<file path="config.mk">
export PLATFORM = sky130hd
export DESIGN_NAME = uart_tx_param_flat
export DESIGN_NICKNAME = d
export VERILOG_FILES = /design/src/rtl/uart_tx_param_if.sv /design/src/rtl/uart_tx_param.sv /design/src/flat_wrapper.sv
export SDC_FILE = /design/constraint.sdc
export NUM_CORES = 1
export LEC_CHECK = 0
export ABC_AREA = 1
export CELL_PAD_IN_SITES_DETAIL_PLACEMENT = 1
export CELL_PAD_IN_SITES_GLOBAL_PLACEMENT = 2
export CORE_MARGIN = 2
export CORE_UTILIZATION = 33
export CTS_BUF_LIST = sky130_fd_sc_hd__clkbuf_8
export CTS_CLUSTER_SIZE = 20
export DETAILED_ROUTE_END_ITERATION = 8
export GPL_ROUTABILITY_DRIVEN = 0
export PLACE_DENSITY = 0.78
export SLEW_MARGIN = 20
export SYNTH_ARGS = -nofsm -noshare
export SYNTH_HDL_FRONTEND = slang
export SYNTH_SLANG_ARGS = --single-unit
</file>
<file path="constraint.sdc">
create_clock -name clk -period 3.5 [get_ports clk]
set_clock_uncertainty 0.15 [all_clocks]
set_input_delay 0.35 -clock clk [delete_from_list [all_inputs] [get_ports clk]]
set_output_delay 0.35 -clock clk [all_outputs]
set_load 0.01 [all_outputs]
</file>
<file path="src/rtl/uart_tx_param_if.sv">
// Producer-side handshake for uart_tx_param: word plus ready/valid.
// The producer drives tx_data/tx_valid (master); the transmitter answers
// with tx_ready (slave). A word moves when tx_valid && tx_ready at a clk edge.
interface uart_tx_param_if #(
  parameter int DATA_BITS = 8
);
  logic [DATA_BITS-1:0] tx_data;
  logic                 tx_valid;
  logic                 tx_ready;

  modport master (
    output tx_data,
    output tx_valid,
    input  tx_ready
  );

  modport slave (
    input  tx_data,
    input  tx_valid,
    output tx_ready
  );
endinterface

</file>
<file path="src/rtl/uart_tx_param.sv">
// uart_tx_param: parametrised UART transmitter (5..9 data bits, none/odd/even
// parity, 1 or 2 stop bits, eight selectable baud rates).
// Frame: start(0), data LSB first, optional parity, stop(1) bits, each bit
// lasting DIV = CLK_FREQ_HZ/baud clocks. The word and baud_sel are latched
// at the ready/valid transfer so the producer may change them freely after.
// Optional feature macro: UART_TX_BREAK_EN adds break_req and the
// BREAK/MARK line-break states.
module uart_tx_param #(
  parameter int CLK_FREQ_HZ = 50_000_000,
  parameter int DATA_BITS   = 8,
  parameter int PARITY      = 0,
  parameter int STOP_BITS   = 1
) (
  input  logic          clk,
  input  logic          rstn,
  input  logic [2:0]    baud_sel,
`ifdef UART_TX_BREAK_EN
  input  logic          break_req,
`endif
  uart_tx_param_if.slave bus,
  output logic          tx,
  output logic          tx_busy,
  output logic          tx_done
);

  // Baud rate selected by each baud_sel code.
  function automatic int baud_rate(input int sel);
    case (sel)
      0:       return 9600;
      1:       return 19200;
      2:       return 38400;
      3:       return 57600;
      4:       return 115200;
      5:       return 230400;
      6:       return 460800;
      default: return 921600;
    endcase
  endfunction

  // Reject illegal configurations when the design is elaborated.
  generate
    if (DATA_BITS < 5 || DATA_BITS > 9) begin : g_bad_data_bits
      $error("uart_tx_param: DATA_BITS must be in 5..9");
    end
    if (PARITY < 0 || PARITY > 2) begin : g_bad_parity
      $error("uart_tx_param: PARITY must be 0, 1 or 2");
    end
    if (STOP_BITS < 1 || STOP_BITS > 2) begin : g_bad_stop_bits
      $error("uart_tx_param: STOP_BITS must be 1 or 2");
    end
    if (CLK_FREQ_HZ / 9600 >= 65536) begin : g_bad_clk_high
      $error("uart_tx_param: CLK_FREQ_HZ/9600 must fit the 16-bit bit timer");
    end
    if (CLK_FREQ_HZ / 921600 < 1) begin : g_bad_clk_low
      $error("uart_tx_param: CLK_FREQ_HZ too low for the fastest baud rate");
    end
  endgenerate

  // One elaboration-time divisor per baud_sel code.
  logic [15:0] div_table [0:7];

  genvar gi;
  generate
    for (gi = 0; gi < 8; gi++) begin : g_div
      localparam int DIV_VAL = CLK_FREQ_HZ / baud_rate(gi);
      assign div_table[gi] = 16'(DIV_VAL);
    end
  endgenerate

  localparam logic [3:0] LAST_DATA  = 4'(DATA_BITS - 1);
  localparam logic [3:0] LAST_STOP  = 4'(STOP_BITS - 1);
  localparam bit         HAS_PARITY = (PARITY != 0);
  localparam bit         ODD_PARITY = (PARITY == 1);

  typedef enum logic [2:0] {
    ST_IDLE,
    ST_START,
    ST_DATA,
    ST_PARITY,
    ST_STOP
`ifdef UART_TX_BREAK_EN
    ,
    ST_BREAK,
    ST_MARK
`endif
  } state_t;

  state_t               state_reg, state_next;
  logic [15:0]          cnt_reg,   cnt_next;    // clocks elapsed in current bit
  logic [3:0]           idx_reg,   idx_next;    // data bit index, reused for stop bits
  logic [DATA_BITS-1:0] shift_reg, shift_next;  // remaining data, bit 0 on the line
  logic                 par_reg,   par_next;    // parity bit of the latched word
  logic [2:0]           sel_reg,   sel_next;    // latched baud_sel
  logic                 tx_reg,    tx_next;

  logic [15:0] div_cur;
  logic        bit_end;

  // Divisor of the latched rate; bit_end marks the final clock of a bit.
  assign div_cur = div_table[sel_reg];
  assign bit_end = (cnt_reg == div_cur - 16'd1);

  // State and datapath registers, synchronous active-low reset.
  always_ff @(posedge clk) begin
    if (!rstn) begin
      state_reg <= ST_IDLE;
      cnt_reg   <= '0;
      idx_reg   <= '0;
      shift_reg <= '0;
      par_reg   <= 1'b0;
      sel_reg   <= '0;
      tx_reg    <= 1'b1;
    end else begin
      state_reg <= state_next;
      cnt_reg   <= cnt_next;
      idx_reg   <= idx_next;
      shift_reg <= shift_next;
      par_reg   <= par_next;
      sel_reg   <= sel_next;
      tx_reg    <= tx_next;
    end
  end

  // Next-state logic; tx_next is the line level for the upcoming bit so the
  // registered tx changes on the same edge as the state.
  always_comb begin
    state_next = state_reg;
    cnt_next   = cnt_reg;
    idx_next   = idx_reg;
    shift_next = shift_reg;
    par_next   = par_reg;
    sel_next   = sel_reg;
    tx_next    = tx_reg;

    case (state_reg)
      ST_IDLE: begin
        tx_next  = 1'b1;
        cnt_next = '0;
        idx_next = '0;
`ifdef UART_TX_BREAK_EN
        // A break request takes precedence over a pending word.
        if (break_req) begin
          state_next = ST_BREAK;
          tx_next    = 1'b0;
        end else
`endif
        if (bus.tx_valid) begin
          state_next = ST_START;
          tx_next    = 1'b0;
          shift_next = bus.tx_data;
          sel_next   = baud_sel;
          par_next   = ODD_PARITY ? ~(^bus.tx_data) : (^bus.tx_data);
        end
      end

      ST_START: begin
        if (bit_end) begin
          state_next = ST_DATA;
          cnt_next   = '0;
          idx_next   = '0;
          tx_next    = shift_reg[0];
        end else begin
          cnt_next = cnt_reg + 16'd1;
        end
      end

      ST_DATA: begin
        if (bit_end) begin
          cnt_next = '0;
          if (idx_reg == LAST_DATA) begin
            idx_next = '0;
            if (HAS_PARITY) begin
              state_next = ST_PARITY;
              tx_next    = par_reg;
            end else begin
              state_next = ST_STOP;
              tx_next    = 1'b1;
            end
          end else begin
            idx_next   = idx_reg + 4'd1;
            shift_next = shift_reg >> 1;
            tx_next    = shift_reg[1];
          end
        end else begin
          cnt_next = cnt_reg + 16'd1;
        end
      end

      ST_PARITY: begin
        if (bit_end) begin
          state_next = ST_STOP;
          cnt_next   = '0;
          tx_next    = 1'b1;
        end else begin
          cnt_next = cnt_reg + 16'd1;
        end
      end

      ST_STOP: begin
        tx_next = 1'b1;
        if (bit_end) begin
          cnt_next = '0;
          if (idx_reg == LAST_STOP) begin
            state_next = ST_IDLE;
            idx_next   = '0;
          end else begin
            idx_next = idx_reg + 4'd1;
          end
        end else begin
          cnt_next = cnt_reg + 16'd1;
        end
      end

`ifdef UART_TX_BREAK_EN
      ST_BREAK: begin
        tx_next  = 1'b0;
        cnt_next = '0;
        if (!break_req) begin
          state_next = ST_MARK;
          tx_next    = 1'b1;
        end
      end

      // One idle bit time after a break so the receiver can resync.
      ST_MARK: begin
        tx_next = 1'b1;
        if (bit_end) begin
          state_next = ST_IDLE;
          cnt_next   = '0;
        end else begin
          cnt_next = cnt_reg + 16'd1;
        end
      end
`endif

      default: begin
        state_next = ST_IDLE;
        cnt_next   = '0;
        idx_next   = '0;
        tx_next    = 1'b1;
      end
    endcase
  end

  // Status outputs decoded from registered state.
  assign tx           = tx_reg;
  assign bus.tx_ready = (state_reg == ST_IDLE);
  assign tx_busy      = (state_reg != ST_IDLE);
  assign tx_done      = (state_reg == ST_STOP) && bit_end && (idx_reg == LAST_STOP);

endmodule

</file>
<file path="src/flat_wrapper.sv">
// flat-port wrapper written by rule: the top's interface ports become plain ports
module uart_tx_param_flat 
#(
  parameter int CLK_FREQ_HZ = 50_000_000,
  parameter int DATA_BITS   = 8,
  parameter int PARITY      = 0,
  parameter int STOP_BITS   = 1
)
  (clk, rstn, baud_sel, tx, tx_busy, tx_done, bus_tx_data, bus_tx_valid, bus_tx_ready);
  uart_tx_param_if #(.DATA_BITS(DATA_BITS)) bus_i ();
  input  logic clk;
  input  logic rstn;
  input  logic [2:0] baud_sel;
  output logic tx;
  output logic tx_busy;
  output logic tx_done;
  input wire logic [$bits(bus_i.tx_data)-1:0] bus_tx_data;
  input wire logic [$bits(bus_i.tx_valid)-1:0] bus_tx_valid;
  output wire logic [$bits(bus_i.tx_ready)-1:0] bus_tx_ready;
  assign bus_i.tx_data = bus_tx_data;
  assign bus_i.tx_valid = bus_tx_valid;
  assign bus_tx_ready = bus_i.tx_ready;
  uart_tx_param #(.CLK_FREQ_HZ(CLK_FREQ_HZ), .DATA_BITS(DATA_BITS), .PARITY(PARITY), .STOP_BITS(STOP_BITS)) u_core (.clk(clk), .rstn(rstn), .baud_sel(baud_sel), .bus(bus_i), .tx(tx), .tx_busy(tx_busy), .tx_done(tx_done));
endmodule
</file>
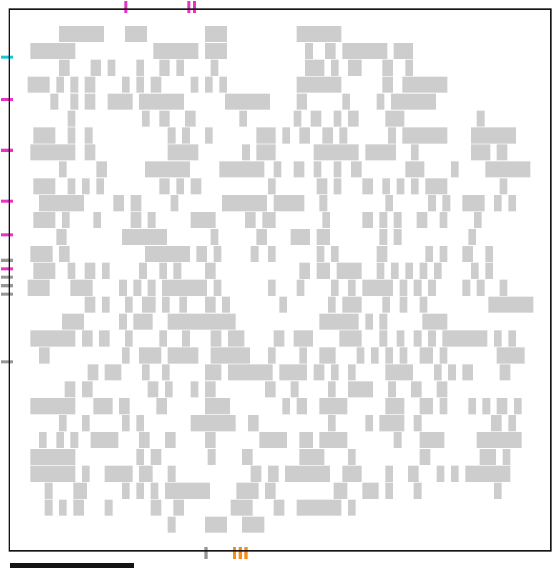
run_1/pinout.png
Bar = 20 um. Pins as bars across the die edge, other pins in gray.
[cyan] `clk` | pins: 1 | direction: input | edge: west
[orange] `baud_sel` | pins: 3 | direction: input | edge: south
[magenta] `bus_tx_data` | pins: 8 | direction: input | edge: 5 west, 3 north

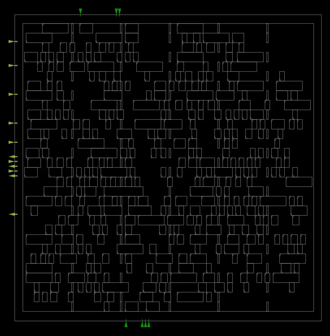
run_1/placed.png
number of flip-flops and latches: 35
share of the core filled with cells: 39.33%
non-filler cells, final: 450
final-layout fill cell count: 892

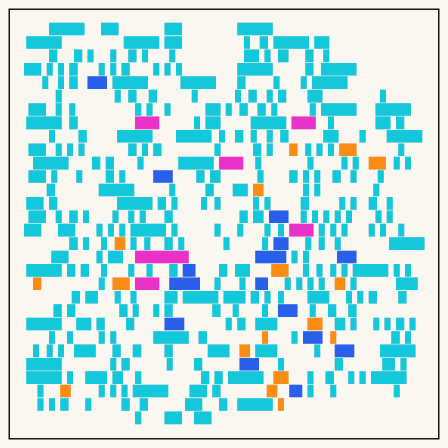
run_1/sizing.png
[cyan] x1 and smaller | cells: 332 | share: 90%
[blue] x3 and x4 | cells: 15 | share: 4.1%
[magenta] x6 and larger | cells: 6 | share: 1.6%
[orange] x2 | cells: 17 | share: 4.6%
Final WS setup: 295.8 ps
Layout area overhead: 16.75%
layout buffer count excluding clock buffers: 20
area of all placed cells without fillers: 2643 um2

==> impl_table.tex, run 1 <==
% Synthesis and place-and-route results
\begin{tabular}{lr}
\hline
Metric & Value \\
\hline
\multicolumn{2}{l}{\textbf{Status}} \\
\quad Result of the run & finished clean \\
\multicolumn{2}{l}{\textbf{Pwr}} \\
\quad Overall Power & 0.001261 W \\
\quad Cell area power density & between 400 and 500 nW/um2 \\
\quad Worst vdd rail ir drop & $\sim$0.18 mV \\
\quad Pleak & roughly 1.1 nW \\
\multicolumn{2}{l}{\textbf{Timing}} \\
\quad Worst rel slew slack & about two thirds \\
\quad Number of hold violations in the final report & 0 \\
\quad Number of setup violations in the final report & 0 \\
\quad RSZ-0062 raised after global routing & no \\
\quad Fmax & between 300 and 400 MHz \\
\quad Slew of the pin with the lowest slew margin & between 400 and 500 ps \\
\quad Total count of max-transition violations in the final report & 0 \\
\quad Post-Route Hold Slack & between 300 and 400 ps \\
\quad Total Neg Setup Slack & 0 ps \\
\quad Minimum clock period after layout & between 3000 and 4000 ps \\
\multicolumn{2}{l}{\textbf{Route}} \\
\quad Total number of vias & approximately 2200 \\
\quad Vias per std cell & roughly 4.8 \\
\quad Post-Route WL & roughly 6000 um \\
\quad Initial DRT Pass Iterations & 4 \\
\quad DRC violations left & 0 \\
\quad ANT nets after route & 0 \\
\quad Post-detailed-route wirelength per cell & $\sim$13 um \\
\multicolumn{2}{l}{\textbf{Clock network}} \\
\quad Reg clk slew, reported paths & 80 ps \\
\quad Number of buffers inserted by hold repair at cts & 0 \\
\quad Clock Sink Count & 35 \\
\quad H-tree levels & 2 \\
\quad Worst skew pair latency & about 300 ps \\
\quad CTS Buffer Depth & 2 \\
\quad Root cell of the clock tree & clkbuf\_8 \\
\multicolumn{2}{l}{\textbf{Setup path}} \\
\quad Arrival time at the worst endpoint & 2700 ps \\
\quad Critical Path Sink & tx\_done \\
\quad Flop2flop setup slack & around 550 ps \\
\quad Capture point of the worst reg-to-reg path & u\_core.state\_reg[2]\$\_SDFFE\_PN0P\_ \\
\quad Required time of the critical path & around 3000 ps \\
\quad Maximum fanout encountered on the critical timing path & 6 \\
\quad Startpoint kind of the worst setup timing path & flip-flop \\
\quad CP startpoint & u\_core.sel\_reg[0]\$\_SDFFE\_PN0P\_ \\
\quad Critical register-to-register path startpoint & u\_core.sel\_reg[0]\$\_SDFFE\_PN0P\_ \\
\quad Crit end category & output port \\
\multicolumn{2}{l}{\textbf{Floorplanning}} \\
\quad Number of top-level pins & 18 \\
\quad Initial core utilization & between 30\% and 40\% \\
\quad Full die area & $\sim$7500 um2 \\
\quad Row count & 30 \\
\quad Core area & 6719 um2 \\
\quad DIE WIDTH & approximately 87 um \\
\multicolumn{2}{l}{\textbf{Placement}} \\
\quad Port-buffer cells & 17 \\
\quad Pre-CTS setup slack & 166.5 ps \\
\multicolumn{2}{l}{\textbf{Logic synthesis}} \\
\quad Cell count in the Yosys report & 345 \\
\quad Area share of fa/ha/maj cells after synthesis & 4.422\% \\
\quad Largest non-sequential cell family by area & simple AND/OR/NAND/NOR gates \\
\quad Synth warnings & 0 \\
\quad Share of the synthesized netlist area taken by xor and xnor gates & about 3.9\% \\
\quad Area of the synthesized netlist per yosys stat & 2263 um2 \\
\quad Area share of the leading cell type in the synthesized netlist & just over 30\% \\
\quad Avg Synthesized Cell Area & approximately 6.6 um2 \\
\quad Count of cell types in the netlist & 28 \\
\quad Instance count of the mapped netlist & $\sim$350 \\
\quad Register share after synthesis & about 31\% \\
\quad Area fraction in compound gates & under 10\% \\
\quad Top cells by area & dfxtp\_1, nand2\_1, nand3\_1, nor2\_1, inv\_1 \\
\quad Post-synthesis register bit count & 35 \\
\quad Top cell type by total area after synthesis & dfxtp\_1 \\
\quad Total standard cell area after synthesis & about 2300 um2 \\
\multicolumn{2}{l}{\textbf{Cells and area}} \\
\quad ANT cells & 0 \\
\quad Nets@finish & about 390 \\
\quad Dominant logic cell types in the final layout & nand2\_1, nor2\_1, nand3\_1, dfxtp\_1, inv\_1 \\
\quad Most common logic cell in the routed design & nand2\_1 \\
\quad Fraction of final layout cells sized beyond drive strength 1 & between 10 and 15\% \\
\multicolumn{2}{l}{\textbf{GRT}} \\
\quad Maximum number of pins on one net before global-route repair & 17 \\
\quad Grt ovf & 0 \\
\quad Via count of the first global-routing pass & $\sim$2300 \\
\quad Antenna violations before repair & 0 \\
\quad Global-route usage over all layers & 17.49\% \\
\quad Wire length of the first global-routing pass & a little over 10000 um \\
\multicolumn{2}{l}{\textbf{Run}} \\
\quad Max Cap Violations & 0 \\
\multicolumn{2}{l}{\textbf{Hold path}} \\
\quad Worst hold path class & reg -> reg \\
\hline
\end{tabular}
## run 1: Yosys cell counts
library cell / instances
nand2_2: 4
nor2_2: 2
nor3b_1: 1
nor2_4: 2
nand2_4: 7
nor3_2: 3
a32oi_1: 1
or2_0: 1
nand3_1: 37
inv_2: 3
nand3b_1: 2
nand2_1: 107
o21ai_0: 9
xnor2_1: 3
xor2_1: 7
nor2_1: 37
inv_1: 33
dfxtp_1: 35
o21ai_2: 2
nand4_1: 4
o21ai_1: 2
clkinv_1: 1
nand3_4: 2
ha_1: 8
clkbuf_1: 1
buf_6: 2
nor3_1: 7
a21oi_1: 22
## run 1: cell type report
| type | instances | area [um2] |
|---|---|---|
| Tap cell | 80 | 100.1 |
| Fill cell | 892 | 4076 |
| Clock inverter | 3 | 43.79 |
| Clock buffer | 5 | 68.82 |
| Inverter | 37 | 138.9 |
| Timing Repair Buffer | 20 | 187.7 |
| Multi-Input combinational cell | 270 | 1403 |
| Sequential cell | 35 | 700.7 |
## run 1: where the power goes
part           total [W]  internal (W)  leakage, nW  switching, W
Clock           0.000378      0.000212       0.0581      0.000166
Combinational   0.000422      0.000154        0.741      0.000268
Sequential      0.000460      0.000430        0.285     0.0000306
Total            0.00126      0.000796         1.08      0.000464
## run 1: how the worst min path moves through the flow
stage	start	to	slack [ps]	cells past startpoint
2_1_floorplan	rstn	u_core.tx$_SDFFE_PN1P_	280	1
3_3_place_gp	u_core.shift_reg[2]$_SDFFE_PN0P_	u_core.shift_reg[2]$_SDFFE_PN0P_	300	2
3_5_place_dp	u_core.shift_reg[3]$_SDFFE_PN0P_	u_core.shift_reg[3]$_SDFFE_PN0P_	310	2
4_1_cts	u_core.shift_reg[3]$_SDFFE_PN0P_	u_core.shift_reg[3]$_SDFFE_PN0P_	320	2
5_1_grt	u_core.shift_reg[1]$_SDFFE_PN0P_	u_core.shift_reg[1]$_SDFFE_PN0P_	340	2
6_report	u_core.shift_reg[3]$_SDFFE_PN0P_	u_core.shift_reg[3]$_SDFFE_PN0P_	320	2
## run 1: metal layers
metal  part of all wire (%)  wire, um  up-vias  GRT usage, %
met4                    1.7       100        0         5.540
met5                      0         0        -             0
met3                    1.9       114       10         3.143
met1                     46      2721      999         21.31
li1                       -         -     1150             -
met2                     50      2995       18         30.95
## run 1: timing repair
action | in CTS | in global routing
hold endpoints to repair | 0 | 0
resized | 1 | 3
buffers inserted | 0 | 0
endpoints found under the setup margin | 1 | 1
## run 1: worst max-delay path: stages, from the launching register on
cell and delay (ps):
dfxtp_1 380, inv_1 130, ha_1 360, nand2_4 120
o21ai_2 80, ha_1 300, nand2_1 60, inv_1 40
nor2_1 70, nand2_1 60, nor2_1 100, nand2_1 50
nor2_1 80, nand2_1 80, nor2_4 100, nand3_4 80
nor3_2 130, clkbuf_2 160
## run 1: through the flow
| stage | std cells | cell area (um2) |
|---|---|---|
| after floorplan | 345 | 2263 |
| after global routing | 450 | 2643 |
| after CTS | 450 | 2641 |
| after detailed placement | 442 | 2530 |
| final | 450 | 2643 |
| after global placement | 442 | 2530 |
==> run 1 -> run 2 <==
--- a/config.mk
+++ b/config.mk
@@ -9,10 +9,11 @@
 export CELL_PAD_IN_SITES_DETAIL_PLACEMENT = 1
 export CELL_PAD_IN_SITES_GLOBAL_PLACEMENT = 2
 export CORE_MARGIN = 2
-export CORE_UTILIZATION = 33
+export CORE_UTILIZATION = 36
 export CTS_BUF_LIST = sky130_fd_sc_hd__clkbuf_8
 export CTS_CLUSTER_SIZE = 20
 export DETAILED_ROUTE_END_ITERATION = 8
+export DONT_BUFFER_PORTS = 1
 export GPL_ROUTABILITY_DRIVEN = 0
 export PLACE_DENSITY = 0.78
 export SLEW_MARGIN = 20
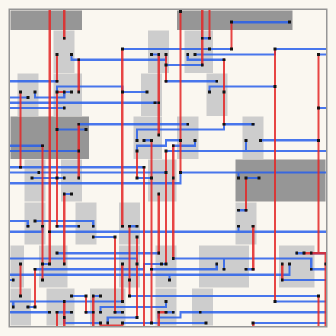
run_2/closeup.png
Window x 52 to 72, y 52 to 72 um. Cells in gray, sequential cells in the stronger gray; small squares are vias.
[red] M2
[blue] M1
most frequent: nand2_1 (12), inv_1 (4), nand3_1 (3)
cells with their middle in the window: 30
netlist names of flops here include: `u_core.cnt_reg` (2)
sequential cells in the window: 2

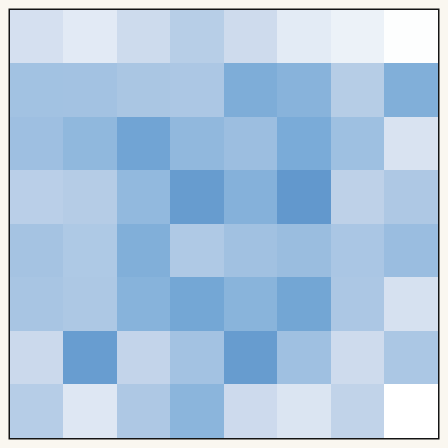
run_2/util_map.png
The die is cut into 8 by 8 equal tiles; white is low, dark blue is high, 0 to 100% covered.
mean over tiles: 34%
fullest tile: 57%
densest ninth of the die: center
nearly empty tiles: 3.1%

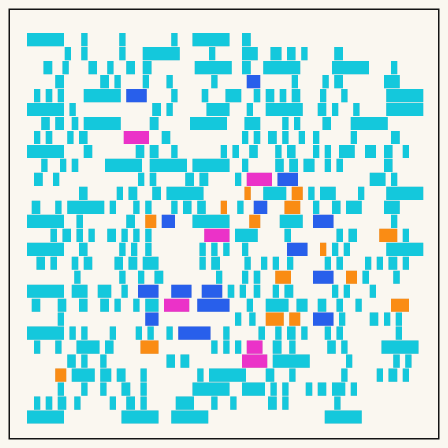
run_2/sizing.png
[magenta] x6 and larger | cells: 6 | share: 1.7%
[blue] x3 and x4 | cells: 15 | share: 4.2%
[cyan] x1 and smaller | cells: 317 | share: 90%
[orange] x2 | cells: 15 | share: 4.2%
area of all placed cells without fillers: 2454 um2
Final WS setup: 252.8 ps

==> run 2 against run 1 <==
Effect of this change:
- critical path depth shrank 1
- combinational power shrank 6.9%
- first-iteration DRC count grew 12%
- routed wire length grew 0.69%
- power shrank 6.7%
- critical endpoint unchanged
- area after synthesis is the same
==> impl_table.tex, run 2 <==
% Synthesis and place-and-route results
\begin{tabular}{lr}
\hline
Metric & Value \\
\hline
\multicolumn{2}{l}{\textbf{Logic synthesis}} \\
\quad Post-synth top cells & nand2\_1, nand3\_1, nor2\_1 \\
\quad Flip-flops with a built-in enable & 0 \\
\quad Post-synthesis register bit count & 35 \\
\quad Area of the synthesized netlist per yosys stat & 2263 um2 \\
\quad Area share of the leading cell type in the synthesized netlist & a little under a third \\
\quad Primary flip-flop cell chosen by synthesis mapping & dfxtp\_1 \\
\quad Async S/R FF share, synth & 0\% \\
\quad Cell count in the Yosys report & between 300 and 400 \\
\quad Floorplan Nets & roughly 370 \\
\quad Count of cell types in the netlist & 28 \\
\quad Top cell type by total area after synthesis & dfxtp\_1 \\
\quad Top cells by area & dfxtp\_1, nand2\_1, nand3\_1, nor2\_1, inv\_1 \\
\quad Synth warnings & 0 \\
\quad Most common cell in the netlist & nand2\_1 \\
\quad Avg Synthesized Cell Area & between 6 and 7 um2 \\
\quad Total standard cell area after synthesis & between 2000 and 2500 um2 \\
\quad Instance count of the mapped netlist & about 350 \\
\quad Register share after synthesis & 30.96\% \\
\multicolumn{2}{l}{\textbf{GRT}} \\
\quad Maximum number of pins on one net before global-route repair & 17 \\
\quad Grt ovf & 0 \\
\quad Wire length of the first global-routing pass & slightly above 10000 um \\
\quad Global-route usage over all layers & a little under a fifth \\
\quad Via count of the first global-routing pass & 2150 \\
\quad Antenna violations before repair & 0 \\
\multicolumn{2}{l}{\textbf{Cells and area}} \\
\quad Nets@finish & roughly 370 \\
\quad Final-layout fill cell count & 799 \\
\quad Fraction of final layout cells sized beyond drive strength 1 & between 10\% and 20\% \\
\quad Max reg flops & 16 \\
\quad Dominant logic cell types in the final layout & nand2\_1, nor2\_1, nand3\_1, dfxtp\_1, inv\_1 \\
\quad ANT cells & 0 \\
\quad Area of the multi-input gates & about 1400 um2 \\
\quad Non-filler cells, final & 428 \\
\quad Flop area & 700.7 um2 \\
\quad Most common logic cell in the routed design & nand2\_1 \\
\quad Layout area overhead & 8.402\% \\
\multicolumn{2}{l}{\textbf{Timing}} \\
\quad RSZ-0062 raised after global routing & no \\
\quad Total count of max-transition violations in the final report & 0 \\
\quad Worst rel slew slack & 68.47\% \\
\quad Total Neg Setup Slack & 0 ps \\
\quad Post-route fraction of the period consumed by the critical path & 92.78\% \\
\quad Slew of the pin with the lowest slew margin & around 470 ps \\
\quad Minimum clock period after layout & about 3200 ps \\
\quad Fmax & $\sim$310 MHz \\
\quad Post-Route Hold Slack & slightly below 10 ps \\
\quad Number of setup violations in the final report & 0 \\
\quad Number of hold violations in the final report & 0 \\
\multicolumn{2}{l}{\textbf{Placement}} \\
\quad Placed Instance Area & between 2000 and 2500 um2 \\
\quad Cell Count Post-Placement & $\sim$420 \\
\quad Port-buffer cells & 0 \\
\quad Sum of net half-perimeters after detailed placement & approximately 4600 um \\
\multicolumn{2}{l}{\textbf{Setup path}} \\
\quad Required time of the critical path & $\sim$3000 ps \\
\quad Crit end category & output port \\
\quad Critical path cell sequence & inv\_1 -> ha\_1 -> nand2\_4 -> o21ai\_2 -> ha\_1 -> nand2\_1 -> inv\_1 -> nor2\_1 -> nand2\_1 -> nor2\_1 -> nand2\_1 -> nor2\_1 -> nand2\_1 -> nor2\_4 -> nand3\_4 -> nor3\_2 \\
\quad Maximum single-stage delay on the critical path & between 300 and 400 ps \\
\quad Dominant delay contributor by cell family on the critical path & simple AND/OR/NAND/NOR gates \\
\quad Arrival time at the worst endpoint & 2750 ps \\
\quad Buf+Inv Stages, Crit Path & 2 \\
\quad Critical path type & reg -> out \\
\quad Most common cell type on the critical path & nand2\_1 \\
\quad Startpoint kind of the worst setup timing path & flip-flop \\
\quad Critical-path cell with the highest stage delay & dfxtp\_1 \\
\quad Maximum fanout encountered on the critical timing path & 7 \\
\multicolumn{2}{l}{\textbf{Pwr}} \\
\quad Combinational group share of total power & between 30\% and 40\% \\
\quad Net load switching power & 0.0004747 W \\
\quad Cell area power density & around 480 nW/um2 \\
\quad Worst vdd rail ir drop & about 0.18 mV \\
\quad Pleak & between 1 and 1.5 nW \\
\quad Switching share of total power & roughly 40\% \\
\quad Sequential share of power & between 30\% and 40\% \\
\quad Internal power & approximately 0.0007 W \\
\quad Clock share of power & roughly 28\% \\
\multicolumn{2}{l}{\textbf{Floorplanning}} \\
\quad Number of top-level pins & 18 \\
\quad DIE WIDTH & approximately 83 um \\
\quad Initial core utilization & a little under two fifths \\
\quad Full die area & a little under 7000 um2 \\
\quad Row count & 28 \\
\quad Core area & roughly 6000 um2 \\
\quad Height of the die & $\sim$83 um \\
\multicolumn{2}{l}{\textbf{Hold path}} \\
\quad Worst hold path class & in -> reg \\
\multicolumn{2}{l}{\textbf{Run}} \\
\quad Tool warning count & 30 \\
\quad Max Cap Violations & 0 \\
\multicolumn{2}{l}{\textbf{Route}} \\
\quad Post-Route WL & 5973 um \\
\quad Starting DRC count in detailed routing & around 64 \\
\quad Vias per std cell & 4.888 \\
\quad ANT nets after route & 0 \\
\quad Initial DRT Pass Iterations & 4 \\
\quad Total number of vias & between 2000 and 2500 \\
\quad DRC violations left & 0 \\
\quad Post-detailed-route wirelength per cell & around 14 um \\
\multicolumn{2}{l}{\textbf{Clock network}} \\
\quad CTS Buffer Depth & 2 \\
\quad H-tree levels & 2 \\
\quad Number of buffers created by CTS & 5 \\
\quad Clock Sink Count & 35 \\
\quad Clock tree from TritonCTS & yes \\
\quad Worst skew pair latency & 300 ps \\
\quad Reg clk slew, reported paths & around 90 ps \\
\quad Number of setup buffers added after CTS & 0 \\
\quad Root cell of the clock tree & clkbuf\_8 \\
\multicolumn{2}{l}{\textbf{Status}} \\
\quad Result of the run & finished clean \\
\hline
\end{tabular}
## run 2: cell counts after synthesis
Identical to the previous run, type by type.
## run 2: cell families (layout without fill, tap and decap cells)
| logic type | after synthesis | in the layout | share of synthesized area, % |
|---|---|---|---|
| DFF | 35 | 35 | 30.96 |
| and+or+nand+nor | 216 | 216 | 45.00 |
| adders and majority gates | 8 | 8 | 4.423 |
| buffers and inverters | 40 | 48 | 7.296 |
| xor gates and xnor gates | 10 | 10 | 3.870 |
| AOI/OAI and AO/OA | 36 | 36 | 8.458 |
## run 2: area by class of cell
cell class,count,area share [%]
multi-input cells,270,57.16
well taps,75,3.825
repair buffers,3,1.020
clock buffers,5,2.805
inverters,37,5.660
flip-flops and latches,35,28.56
clock inverters,3,0.9689
## run 2: through the flow
| step | setup slack (ps) | util [%] | total power, W |
|---|---|---|---|
| after global placement | 566.5 | 39.16 | 0.0008639 |
| after floorplan | 739.2 | - | 0.0007782 |
| final | 252.8 | 40.96 | 0.001176 |
| after global routing | 0.6606 | 40.96 | 0.001266 |
| after detailed placement | 439.2 | 39.16 | 0.0008655 |
| after CTS | 87.19 | 40.87 | 0.001200 |
## run 2: final timing paths
check | slack (ps) | end | cells past startpoint | start
max | 250 | tx_done | 16 | u_core.sel_reg[0]$_SDFFE_PN0P_
min | 10 | u_core.idx_reg[0]$_SDFFE_PN0P_ | 2 | rstn
max reg2reg | 600 | u_core.shift_reg[1]$_SDFFE_PN0P_ | 19 | u_core.sel_reg[0]$_SDFFE_PN0P_
min reg2reg | 320 | u_core.shift_reg[4]$_SDFFE_PN0P_ | 2 | u_core.shift_reg[4]$_SDFFE_PN0P_
## run 2: metal layers
| layer | global-route usage [%] | up-vias | routed length (um) |
|---|---|---|---|
| li1 | - | 1115 | - |
| met1 | 22.54 | 950 | 2844 |
| met2 | 31.74 | 18 | 2862 |
| met3 | 3.777 | 9 | 171 |
| met4 | 5.514 | 0 | 95 |
| met5 | 0 | - | 0 |
## run 2: worst register-to-register path: cells and delay by family (launching register included)
| family | cells | cell delay, ps |
|---|---|---|
| AOI/OAI and AO/OA | 2 | 140 |
| buffers and inverters | 2 | 180 |
| adders and majority gates | 2 | 650 |
| and+or+nand+nor | 13 | 1260 |
| DFF | 1 | 380 |
## run 2: timing repair
item	CTS	global route
hold buffers	1	0
endpoints found under the setup margin	0	1
resized	0	1
endpoints found under the hold margin	1	0
## run 2: power by group through the flow
stage	registers, W	clock network (W)	logic [W]
3_3_place_gp	0.000469	0	0.000395
6_report	0.000460	0.000323	0.000393
5_1_grt	0.000465	0.000348	0.000453
2_1_floorplan	0.000461	0	0.000317
3_5_place_dp	0.000470	0	0.000396
4_1_cts	0.000461	0.000340	0.000399
Power and IR drop assume default switching activity.
